--- config.mk ---
export PLATFORM = sky130hd
export DESIGN_NAME = sha_job_host_flat
export DESIGN_NICKNAME = d
export VERILOG_FILES = /design/src/rtl/sha_host_pkg.sv /design/src/rtl/sha_job_host_if.sv /design/src/rtl/sha_host_timer.sv /design/src/rtl/sha_job_host.sv /design/src/flat_wrapper.sv
export SDC_FILE = /design/constraint.sdc
export NUM_CORES = 1
export LEC_CHECK = 0
export ABC_AREA = 1
export ABC_CLOCK_PERIOD_IN_PS = 34700
export CORE_AREA = 2 2 337 339
export DETAILED_ROUTE_END_ITERATION = 12
export DIE_AREA = 0 0 339 341
export PLACE_DENSITY = 0.6
export SYNTH_ARGS = -nofsm -noshare
export SYNTH_HDL_FRONTEND = slang
export SYNTH_SLANG_ARGS = --single-unit
--- constraint.sdc ---
create_clock -name clk -period 34.7 [get_ports clk]
set_input_delay 5.205 -clock clk [delete_from_list [all_inputs] [get_ports clk]]
set_output_delay 5.205 -clock clk [all_outputs]
set_load 0.005 [all_outputs]
--- src/rtl/sha_host_pkg.sv ---
// Shared types and protocol constants for the SHA nonce-search host initiator.
package sha_host_pkg;

    typedef enum logic [3:0] {
        IDLE,
        SEND_HELLO,
        WAIT_HELLO,
        SEND_PAYLOAD,
        WAIT_START,
        WAIT_RESULT,
        RECV_NONCE,
        SEND_RESET,
        WAIT_RESET,
        DONE
    } state_e;

    typedef enum logic [2:0] {
        ERR_NONE       = 3'd0,
        ERR_TIMEOUT    = 3'd1,
        ERR_REMOTE     = 3'd2,
        ERR_UNEXPECTED = 3'd3,
        ERR_ABORTED    = 3'd4
    } err_e;

    localparam int PAYLOAD_BYTES = 84;

    localparam logic [7:0] CMD_HELLO    = 8'h48;  // 'H'
    localparam logic [7:0] CMD_RESET    = 8'h52;  // 'R'
    localparam logic [7:0] RSP_HELLO    = 8'h31;  // '1'
    localparam logic [7:0] RSP_RESET    = 8'h4F;  // 'O'
    localparam logic [7:0] RSP_START    = 8'h53;  // 'S'
    localparam logic [7:0] RSP_FOUND    = 8'h59;  // 'Y'
    localparam logic [7:0] RSP_NOTFOUND = 8'h4E;  // 'N'
    localparam logic [7:0] RSP_ERR      = 8'h45;  // 'E'
    localparam logic [7:0] RSP_ERR_ALT  = 8'h65;  // 'e'

    function automatic logic is_err_byte(input logic [7:0] b);
        return (b == RSP_ERR) || (b == RSP_ERR_ALT);
    endfunction

endpackage

--- src/rtl/sha_job_host_if.sv ---
// Job, UART byte-stream and result signals between the host initiator and its environment.
interface sha_job_host_if;
    import sha_host_pkg::*;

    logic                               job_valid;
    logic                               job_ready;
    logic [PAYLOAD_BYTES-1:0][7:0]      job_payload;
    logic                               abort;
    logic [7:0]                         tx_data;
    logic                               tx_valid;
    logic                               tx_ready;
    logic [7:0]                         rx_data;
    logic                               rx_valid;
    logic                               res_valid;
    logic                               res_found;
    logic [31:0]                        res_nonce;
    logic [2:0]                         res_err;
    logic                               busy;

    modport master (
        input  job_valid, job_payload, abort, tx_ready, rx_data, rx_valid,
        output job_ready, tx_data, tx_valid, res_valid, res_found, res_nonce, res_err, busy
    );

    modport slave (
        output job_valid, job_payload, abort, tx_ready, rx_data, rx_valid,
        input  job_ready, tx_data, tx_valid, res_valid, res_found, res_nonce, res_err, busy
    );

endinterface

--- src/rtl/sha_host_timer.sv ---
// Reply watchdog: reloads while idle, counts down while enabled; RESP_TIMEOUT of 0 never expires.
module sha_host_timer #(
    parameter int unsigned RESP_TIMEOUT = 10_000_000
) (
    input  logic clk,
    input  logic rstn,
    input  logic load,
    input  logic en,
    output logic expired
);

    logic [31:0] count;

    always_ff @(posedge clk or negedge rstn) begin
        if (!rstn) begin
            count <= 32'(RESP_TIMEOUT);
        end else if (load) begin
            count <= 32'(RESP_TIMEOUT);
        end else if (en && count != 32'd0) begin
            count <= count - 32'd1;
        end
    end

    assign expired = (RESP_TIMEOUT != 0) && en && (count == 32'd0);

endmodule

--- src/rtl/sha_job_host.sv ---
// Host-side job sequencer: sends hello and payload, collects start/result replies, recovers with R/O.
module sha_job_host
    import sha_host_pkg::*;
#(
    parameter int unsigned RESP_TIMEOUT = 10_000_000
) (
    input logic            clk,
    input logic            rstn,
    sha_job_host_if.master bus
);

    localparam logic [6:0] LAST_IDX = 7'(PAYLOAD_BYTES - 1);

    state_e                        state;
    err_e                          err_code;
    logic [PAYLOAD_BYTES-1:0][7:0] payload;
    logic [6:0]                    pay_idx;
    logic [1:0]                    nonce_idx;
    logic [23:0]                   nonce_low;
    logic                          timed;
    logic                          expired;
    logic                          tx_done;

    assign bus.job_ready = (state == IDLE);
    assign bus.busy      = (state != IDLE);
    assign timed         = state inside {WAIT_HELLO, WAIT_START, WAIT_RESET};
    assign tx_done       = bus.tx_valid && bus.tx_ready;

    // The counter reloads whenever the FSM is outside a timed wait, so every entry starts fresh.
    sha_host_timer #(.RESP_TIMEOUT(RESP_TIMEOUT)) timer (
        .clk     (clk),
        .rstn    (rstn),
        .load    (~timed),
        .en      (timed),
        .expired (expired)
    );

    always_ff @(posedge clk) begin
        if (bus.job_valid && bus.job_ready) begin
            payload <= bus.job_payload;
        end
    end

    always_ff @(posedge clk or negedge rstn) begin
        if (!rstn) begin
            state         <= IDLE;
            err_code      <= ERR_NONE;
            pay_idx       <= '0;
            nonce_idx     <= '0;
            nonce_low     <= '0;
            bus.tx_valid  <= 1'b0;
            bus.tx_data   <= '0;
            bus.res_valid <= 1'b0;
            bus.res_found <= 1'b0;
            bus.res_nonce <= '0;
            bus.res_err   <= '0;
        end else begin
            case (state)
                IDLE: begin
                    if (bus.job_valid) begin
                        state        <= SEND_HELLO;
                        bus.tx_valid <= 1'b1;
                        bus.tx_data  <= CMD_HELLO;
                        err_code     <= ERR_NONE;
                    end
                end
                // An abort while a byte is offered is remembered in err_code until that byte goes out.
                SEND_HELLO, SEND_PAYLOAD: begin
                    if (bus.abort) err_code <= ERR_ABORTED;
                    if (tx_done) begin
                        if (bus.abort || err_code != ERR_NONE) begin
                            state       <= SEND_RESET;
                            bus.tx_data <= CMD_RESET;
                        end else if (state == SEND_HELLO) begin
                            state        <= WAIT_HELLO;
                            bus.tx_valid <= 1'b0;
                        end else if (pay_idx == LAST_IDX) begin
                            state        <= WAIT_START;
                            bus.tx_valid <= 1'b0;
                        end else begin
                            pay_idx     <= pay_idx + 7'd1;
                            bus.tx_data <= payload[pay_idx + 7'd1];
                        end
                    end
                end
                WAIT_HELLO, WAIT_START, WAIT_RESULT: begin
                    if (bus.abort) begin
                        state        <= SEND_RESET;
                        bus.tx_valid <= 1'b1;
                        bus.tx_data  <= CMD_RESET;
                        err_code     <= ERR_ABORTED;
                    end else if (bus.rx_valid) begin
                        if (state == WAIT_HELLO && bus.rx_data == RSP_HELLO) begin
                            state        <= SEND_PAYLOAD;
                            bus.tx_valid <= 1'b1;
                            bus.tx_data  <= payload[0];
                            pay_idx      <= '0;
                        end else if (state == WAIT_START && bus.rx_data == RSP_START) begin
                            state <= WAIT_RESULT;
                        end else if (state == WAIT_RESULT && bus.rx_data == RSP_FOUND) begin
                            state     <= RECV_NONCE;
                            nonce_idx <= '0;
                        end else if (state == WAIT_RESULT && bus.rx_data == RSP_NOTFOUND) begin
                            state         <= DONE;
                            bus.res_valid <= 1'b1;
                            bus.res_found <= 1'b0;
                            bus.res_nonce <= '0;
                            bus.res_err   <= ERR_NONE;
                        end else begin
                            state        <= SEND_RESET;
                            bus.tx_valid <= 1'b1;
                            bus.tx_data  <= CMD_RESET;
                            err_code     <= is_err_byte(bus.rx_data) ? ERR_REMOTE : ERR_UNEXPECTED;
                        end
                    end else if (expired) begin
                        state        <= SEND_RESET;
                        bus.tx_valid <= 1'b1;
                        bus.tx_data  <= CMD_RESET;
                        err_code     <= ERR_TIMEOUT;
                    end
                end
                // Nonce arrives LSB first; the low three bytes shift down, the fourth completes the word.
                RECV_NONCE: begin
                    if (bus.abort) begin
                        state        <= SEND_RESET;
                        bus.tx_valid <= 1'b1;
                        bus.tx_data  <= CMD_RESET;
                        err_code     <= ERR_ABORTED;
                    end else if (bus.rx_valid) begin
                        nonce_idx <= nonce_idx + 2'd1;
                        nonce_low <= {bus.rx_data, nonce_low[23:8]};
                        if (nonce_idx == 2'd3) begin
                            state         <= DONE;
                            bus.res_valid <= 1'b1;
                            bus.res_found <= 1'b1;
                            bus.res_nonce <= {bus.rx_data, nonce_low};
                            bus.res_err   <= ERR_NONE;
                        end
                    end
                end
                SEND_RESET: begin
                    if (tx_done) begin
                        state        <= WAIT_RESET;
                        bus.tx_valid <= 1'b0;
                    end
                end
                WAIT_RESET: begin
                    if ((bus.rx_valid && bus.rx_data == RSP_RESET) || (!bus.rx_valid && expired)) begin
                        state         <= DONE;
                        bus.res_valid <= 1'b1;
                        bus.res_found <= 1'b0;
                        bus.res_nonce <= '0;
                        bus.res_err   <= err_code;
                    end
                end
                DONE: begin
                    bus.res_valid <= 1'b0;
                    state         <= IDLE;
                end
                default: state <= IDLE;
            endcase
        end
    end

endmodule

--- src/flat_wrapper.sv ---
// flat-port wrapper written by rule: the top's interface ports become plain ports
module sha_job_host_flat import sha_host_pkg::*;
#(
    parameter int unsigned RESP_TIMEOUT = 10_000_000
)
  (clk, rstn, bus_job_valid, bus_job_payload, bus_abort, bus_tx_ready, bus_rx_data, bus_rx_valid, bus_job_ready, bus_tx_data, bus_tx_valid, bus_res_valid, bus_res_found, bus_res_nonce, bus_res_err, bus_busy);
  sha_job_host_if bus_i ();
  input logic clk;
  input logic rstn;
  input wire logic [$bits(bus_i.job_valid)-1:0] bus_job_valid;
  input wire logic [$bits(bus_i.job_payload)-1:0] bus_job_payload;
  input wire logic [$bits(bus_i.abort)-1:0] bus_abort;
  input wire logic [$bits(bus_i.tx_ready)-1:0] bus_tx_ready;
  input wire logic [$bits(bus_i.rx_data)-1:0] bus_rx_data;
  input wire logic [$bits(bus_i.rx_valid)-1:0] bus_rx_valid;
  output wire logic [$bits(bus_i.job_ready)-1:0] bus_job_ready;
  output wire logic [$bits(bus_i.tx_data)-1:0] bus_tx_data;
  output wire logic [$bits(bus_i.tx_valid)-1:0] bus_tx_valid;
  output wire logic [$bits(bus_i.res_valid)-1:0] bus_res_valid;
  output wire logic [$bits(bus_i.res_found)-1:0] bus_res_found;
  output wire logic [$bits(bus_i.res_nonce)-1:0] bus_res_nonce;
  output wire logic [$bits(bus_i.res_err)-1:0] bus_res_err;
  output wire logic [$bits(bus_i.busy)-1:0] bus_busy;
  assign bus_i.job_valid = bus_job_valid;
  assign bus_i.job_payload = bus_job_payload;
  assign bus_i.abort = bus_abort;
  assign bus_i.tx_ready = bus_tx_ready;
  assign bus_i.rx_data = bus_rx_data;
  assign bus_i.rx_valid = bus_rx_valid;
  assign bus_job_ready = bus_i.job_ready;
  assign bus_tx_data = bus_i.tx_data;
  assign bus_tx_valid = bus_i.tx_valid;
  assign bus_res_valid = bus_i.res_valid;
  assign bus_res_found = bus_i.res_found;
  assign bus_res_nonce = bus_i.res_nonce;
  assign bus_res_err = bus_i.res_err;
  assign bus_busy = bus_i.busy;
  sha_job_host #(.RESP_TIMEOUT(RESP_TIMEOUT)) u_core (.clk(clk), .rstn(rstn), .bus(bus_i));
endmodule
==> reports/metrics.yaml, run 1 <==
place:
  placed_area_mm2: 0.0421
  post-place-cells: 5192
  dp_hpwl_um: 81300
yosys:
  yosysWarnings: 0
  synthArstFlopShare_pct: 14.9
  yosys.area.top_type: "edfxtp_1"
  yosys_cells: 3090
  ys_ff: 790
  ys_area_mm2: 0.0333
  synth-seq-area-share_pct: 69.5
  netlist_area_mm2: 0.0333
finish:
  drive_gt1_share_pct: 5.21
  largest_register_ffs: 672
  fin_cells: 5387
  design_area_mm2: 0.0450
power:
  p_seq_share_pct: 35.9
  pwr.group.clock_mw: 0.923
  p_comb_share_pct: 37.8
final_timing:
  slew_violations: 0
  finalHoldViolCount: 0
  period_minus_slack_ps: 8290
  timing.slew.headroom_pct: 25.6
  fin_crit_sh_pct: 23.9
  setup_tns_ps: 0
floorplan:
  die-area_mm2: 0.116
  rows: 123
  initial_core_util_pct: 29.8
cts:
  cts_setup_buffers: 0
  cts_resized: 0
  cts_tree: "built"
setup_path:
  timing.rr.end: "u_core.bus.tx_data[5]"
  cp_num_buf_inv: 5
  crit_top_cell: "buf_4"
  critPathMaxFanout: 156
  cp.depth: 6
worst_hold_path:
  hold_class: "reg -> reg"
  min-delay-start: "u_core.bus.res_found"
run_status:
  status: "complete, no violations"
flow_run:
  warnings: 33
detailed_routing:
  final_antenna_net_count: 0
  drc: 0
global_route:
  grt_pass1_vias: 24914
  grt-ovfl-total: 0
[run 1: stage by stage]
| stage | total power, mW | worst slack (ps) | hold slack (ps) |
|---|---|---|---|
| 2_1_floorplan | 2.27 | 182 | 453 |
| 3_3_place_gp | 2.63 | 25740 | 466 |
| 3_5_place_dp | 2.64 | 25650 | 471 |
| 4_1_cts | 3.57 | 26380 | 488 |
| 5_1_grt | 3.75 | 26140 | 508 |
| 6_report | 3.52 | 26410 | 481 |
[run 1: worst min-delay path by stage]
stage | to | slack (ps) | cells after the start
3_5_place_dp | u_core.bus.res_found | 470 | 2
5_1_grt | u_core.bus.res_nonce[4] | 510 | 2
2_1_floorplan | u_core.nonce_low[10] | 450 | 2
4_1_cts | u_core.nonce_low[11] | 490 | 2
3_3_place_gp | u_core.nonce_low[13] | 470 | 2
6_report | u_core.bus.res_found | 480 | 2
[run 1: metal layers]
metal	vias to the layer above	wire length (um)	global-route usage, %
met1	12069	48200	25.0
li1	11997	-	-
met4	20	3050	7.19
met5	-	119	0
met3	168	7820	4.26
met2	916	56300	32.3
[run 1: area by class of cell]
type / instances / share of cell area [%]
Sequential cell: 790 / 51.4
Multi-Input combinational cell: 1887 / 19.0
Timing Repair Buffer: 764 / 16.8
Clock buffer: 115 / 5.38
Tap cell: 1500 / 4.17
Inverter: 251 / 2.12
Clock inverter: 49 / 0.915
Antenna cell: 31 / 0.172
[run 1: logic make-up after synthesis]
family / share of synthesized area, %
simple gates: 18.6
flops: 69.5
buf+inv: 5.07
compound gates: 6.54
xor+xnor: 0.154
fa+ha+maj: 0.150
[run 1: worst register-to-register path, delay by kind of cell, from the launching register on]
family          cells  cell delay [ps]
compound gates      1              110
fa+ha+maj           1              870
simple gates       12             1430
flops               1              700
buf+inv             2             1440
Figure 1. Track usage over the die (run 1).
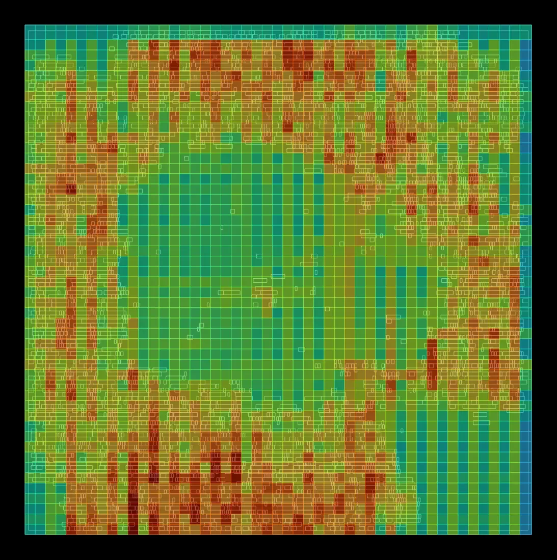
core utilization of the finished layout: 40.2%
Wirelength per Cell: 21.4 um
all-layer global routing usage: 19.5%
met2 GRT Util: 32.3%
routing usage on met3: 4.26%

Figure 2. Metal 4 (run 1).
(1 px per um) Supply wires on this layer in gray.
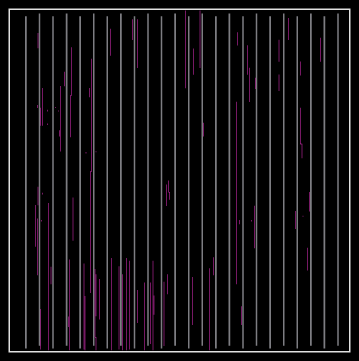
nets with wire on the layer: 45
longest straight run: 182 um
DR vias: 25170
Total Wirelength: 116000 um

Figure 3. Nets reached from selected ports (run 1).
(1 px per um)
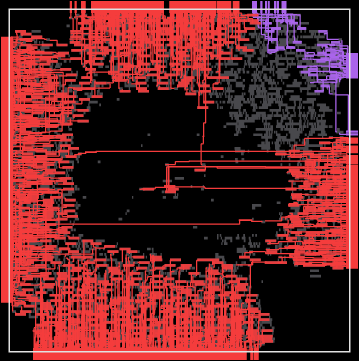
[purple] bus_res_nonce | direction: output | edge: 20 right, 12 top | end cells: 32 | wire: 1440 um
[red] bus_job_payload | direction: input | edge: 234 bottom, 195 left, 152 top, 91 right | end cells: 672 | wire: 34.2 mm
io pins: 734
PortBufs: 733

==> run 2, diff against run 1 <==
- ABC_CLOCK_PERIOD_IN_PS: 34700 -> 8000
- clock period: 34.7 -> 8 ns (I/O delays scaled with it)
Figure 4. Metal 4 (run 2).
(1 px per um) Supply wires on this layer in gray.
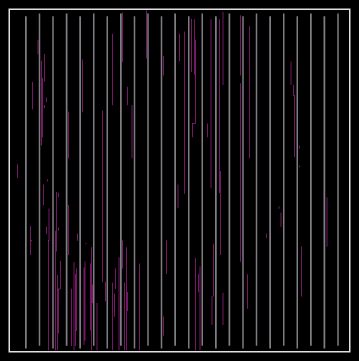
longest straight run: 178 um
nets with wire on the layer: 59
DR vias: 25099
Total Wirelength: 121000 um

Figure 5. Local utilization (run 2).
(1 px per um) The die is cut into 34 by 34 equal tiles; dark blue is low, red is high, 0 to 100% covered.
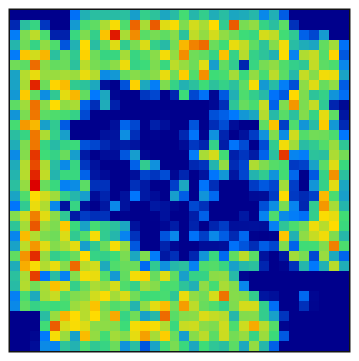
emptiest ninth of the die: center
mean over tiles: 37%
nearly empty tiles: 19%
fullest tile: 100%
core utilization of the finished layout: 40.4%
core area: 0.112 mm2
Initial Util: 29.8%

==> run 2 against run 1 <==
Clock-buffer cell count down 9; critical endpoint is now u_core.bus.tx_data[4]; area after synthesis unchanged; cell count hardly changed; worst setup slack lost 23000 ps; critical path depth up 9; die size is the same; clock skew is 8.1 ps higher; core utilization up 0.15 points; combinational power rose to 4.4 times the previous value; largest power group unchanged.
==> reports/metrics.yaml, run 2 <==
run_status:
  status: "complete, no violations"
finish:
  design_area_mm2: 0.0452
  drive_gt1_share_pct: 5.39
  largest_register_ffs: 672
yosys:
  yosys.area.top_type: "edfxtp_1"
  synth-seq-area-share_pct: 69.5
  netlist_area_mm2: 0.0333
  synthAdderAreaFrac_pct: 0.150
  ys_area_mm2: 0.0333
  synthArstFlopShare_pct: 14.9
  ys_sh_xor_pct: 0.154
  simple_gate_share_pct: 18.6
  yosysWarnings: 0
final_timing:
  setup_ws_ps: 3570
  slew_violations: 0
  period_minus_slack_ps: 4430
  finalHoldViolCount: 0
  holdWs_ps: 481
setup_path:
  timing.rr.end: "u_core.bus.tx_data[4]"
  critPathMaxFanout: 73
detailed_routing:
  wl_met3_um: 7050
  met1_length_um: 50700
  final_antenna_net_count: 0
  drc: 0
  post_drt_wl_per_cell_um: 22.5
  highest_layer: "met5"
global_route:
  grt_util_met2_pct: 34.0
  grt-ovfl-total: 0
  grt_pass1_vias: 25539
  grt_usage_pct: 20.5
worst_hold_path:
  min-delay-start: "u_core.nonce_low[21]"
  hold_class: "reg -> reg"
place:
  post-place-cells: 5196
  dp_slack_ps: 3320
  placed_area_mm2: 0.0422
  dp_hpwl_um: 86800
cts:
  cts_resized: 0
  cts_setup_buffers: 0
  cts_tree: "built"
floorplan:
  rows: 123
  die-area_mm2: 0.116
power:
  finalPower_mw: 15.5
run 2: netlist changes by cell type in the layout (fill, tap and decap cells not counted), moves of 2 or more:
cell / change
diode_2: +2
buf_4: +3
clkinvlp_4: +4
clkinv_2: -3
clkinv_4: +2
inv_6: -2
clkbuf_1: -6
bufinv_16: +6
run 2: cell families (layout without fill, tap and decap cells):
group | count (synthesis) | after routing
compound gates | 392 | 392
xor+xnor | 5 | 5
fa+ha+maj | 4 | 4
buf+inv | 413 | 1181
flops | 790 | 790
other cells | 0 | 33
simple gates | 1486 | 1486
run 2: stage by stage:
step	util, %	setup TNS, ps
floorplan	-	-2380800
global placement	37.7	0
detailed placement	37.7	0
CTS	40.3	0
global route	40.4	0
finish	40.4	0
run 2: where the power goes:
part	switching, mW	internal (mW)
Combinational	4.10	1.71
Sequential	0.299	5.24
Clock	1.76	2.41
Total	6.16	9.36
run 2: layout make-up:
class	instances	area, um2	share of cell area, %
clock buffers	106	2350	5.21
diodes	33	82.6	0.183
repair buffers	768	7620	16.9
multi-input cells	1887	8540	18.9
well taps	1500	1880	4.15
inverters	251	967	2.14
clock inverters	56	591	1.31
flip-flops and latches	790	23100	51.2
run 2: worst max path at each step:
stage | to | cells after the start
2_1_floorplan | u_core.payload[0] | 2
4_1_cts | u_core.bus.tx_data[4] | 15
6_report | u_core.bus.tx_data[4] | 15
3_3_place_gp | u_core.bus.tx_data[4] | 15
5_1_grt | u_core.bus.tx_data[4] | 15
3_5_place_dp | u_core.bus.tx_data[4] | 15
run 2: worst max-delay path, cell delays in order, from the launching register on:
cell and delay (ps):
dfrtp_4 1010, ha_4 510, inv_6 470, buf_4 840, nand3_1 380, nand3_1 150
nand3_1 80, nand3_1 120, nand3_1 150, nand2_1 150, nand2_1 100, nand2_1 90
nand2_1 50, nand2_1 60, nand2_1 50, nand2_1 80
Power and IR drop assume default switching activity.
